Design pu_da, sky130hd; sources not shown.
### Track usage over the die

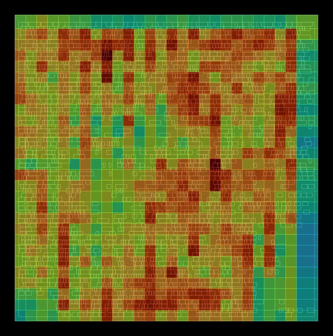
Wirelength per Cell: 21.6 um
met2 Track Usage GR: 0.496

### I/O pins on the die edge

Drawn at 1.5 px/um. Pins as bars across the die edge, other pins in gray.
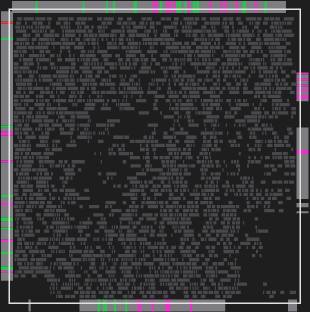
legend:
  ex_pr_bd:
    color: red
    pins: 1
    direction: input
    edge: left
  fwd_da_rd_data:
    color: magenta
    pins: 32
    direction: output
    edge: 11 top, 8 right, 7 bottom, 6 left
  dbus_addr:
    color: green
    pins: 30
    direction: output
    edge: 16 top, 9 left, 5 bottom
all pins by edge: 198 top, 132 left, 112 bottom, 52 right
height of the die: 195 um
number of port buffers: 493

==> run summary <==
Latest figures from synthesis and place and route.

The run finished with clean final reports. The share of synthesized area in the top cell type comes to 0.416. In this run the count of I/O pins placed on the die edge is 494. Counting every net in the synthesized netlist gives 2010. The chip area line of the yosys report is 13300 um2.

Total power for the finished layout comes to 5630 uW. The worst setup path is launched from an input port. The cell type with the largest total area is sky130_fd_sc_hd__dfxtp_1.

In this run the cell area of the synthesized design comes to 13300 um2. Detailed placement ended at an HPWL of 43.2 mm. The number of buffers between clock root and the deepest sink is 3.

The total number of yosys warnings is 0. The top cell type in the final layout, fill and taps aside, is sky130_fd_sc_hd__nand2_1. The number of tapcells is 461.

Registers take 5530 um2. The worst setup path is captured at a primary output. The first-pass iteration count of the detailed router is 5. The prevailing logic family in the synthesized netlist is simple AND/OR/NAND/NOR gates. The overall fraction of global-route tracks in use is 0.308.

The count of plain and timing-repair buffers is 629. The detailed-route vias per instance is 5.51. The share of the synthesized netlist area taken by xor and xnor gates is 0.00132. The fraction of registers with async set/reset is 0. The report puts the hold buffer count at CTS at 0. The number of global-route vias before repair came to 14800. The share of layout cells above drive strength 1 is 0.109. Across all register-to-register paths, the minimum setup slack is 1.16 ns.

The floorplan row count is 69. According to the floorplan report, the total die area is 37600 um2.
stage by stage:
stage	utilization	instances	hold WS [ns]	setup slack [ns]	setup TNS [ns]
6_report	0.573	2757	0.300	0.0699	0
5_1_grt	0.573	2757	0.307	-0.0455	-0.193
4_1_cts	0.571	2753	0.299	0.000967	0
3_5_place_dp	0.536	2688	0.294	-0.309	-8.13
3_3_place_gp	0.536	2688	0.287	-0.263	-6.33
2_1_floorplan	-	1796	0.281	0.665	0
what timing repair did:
item                                    in CTS  in global routing
resized                                     59                 48
endpoints found under the setup margin      39                 32
setup buffers                                7                  4
pin swaps                                    4                  5
worst max-delay path, cell delays in order:
cell                              delay (ns)
sky130_fd_sc_hd__clkdlybuf4s50_1        0.55
sky130_fd_sc_hd__or3b_2                 0.49
sky130_fd_sc_hd__nand3_1                0.13
sky130_fd_sc_hd__nand3_1                0.19
sky130_fd_sc_hd__o211a_1                0.22
sky130_fd_sc_hd__buf_4                  0.17
sky130_fd_sc_hd__buf_4                  0.12
sky130_fd_sc_hd__a2bb2oi_1              0.14
sky130_fd_sc_hd__a211oi_1               0.35
sky130_fd_sc_hd__nor3_1                 0.09
sky130_fd_sc_hd__dlygate4sd2_1          0.34
routing by layer:
| metal | part of all wire | GRT usage |
|---|---|---|
| met1 | 0.42 | 0.398 |
| met2 | 0.47 | 0.496 |
| met3 | 0.077 | 0.0699 |
| met4 | 0.042 | 0.125 |
| met5 | 0 | 0 |
logic make-up after synthesis:
logic type                count (synthesis)
DFF                                     276
buffers and inverters                   209
muxes                                    45
AOI/OAI and AO/OA                       408
and+or+nand+nor                         856
xor gates and xnor gates                  2
report_power, final:
part | switching [uW] | internal (uW) | leakage [uW]
combinational | 463 | 420 | 0.00527
clock | 963 | 1530 | 0.000558
sequential | 19.3 | 2230 | 0.00223
total | 1450 | 4180 | 0.00806
Power is estimated from default activity; no workload was simulated.
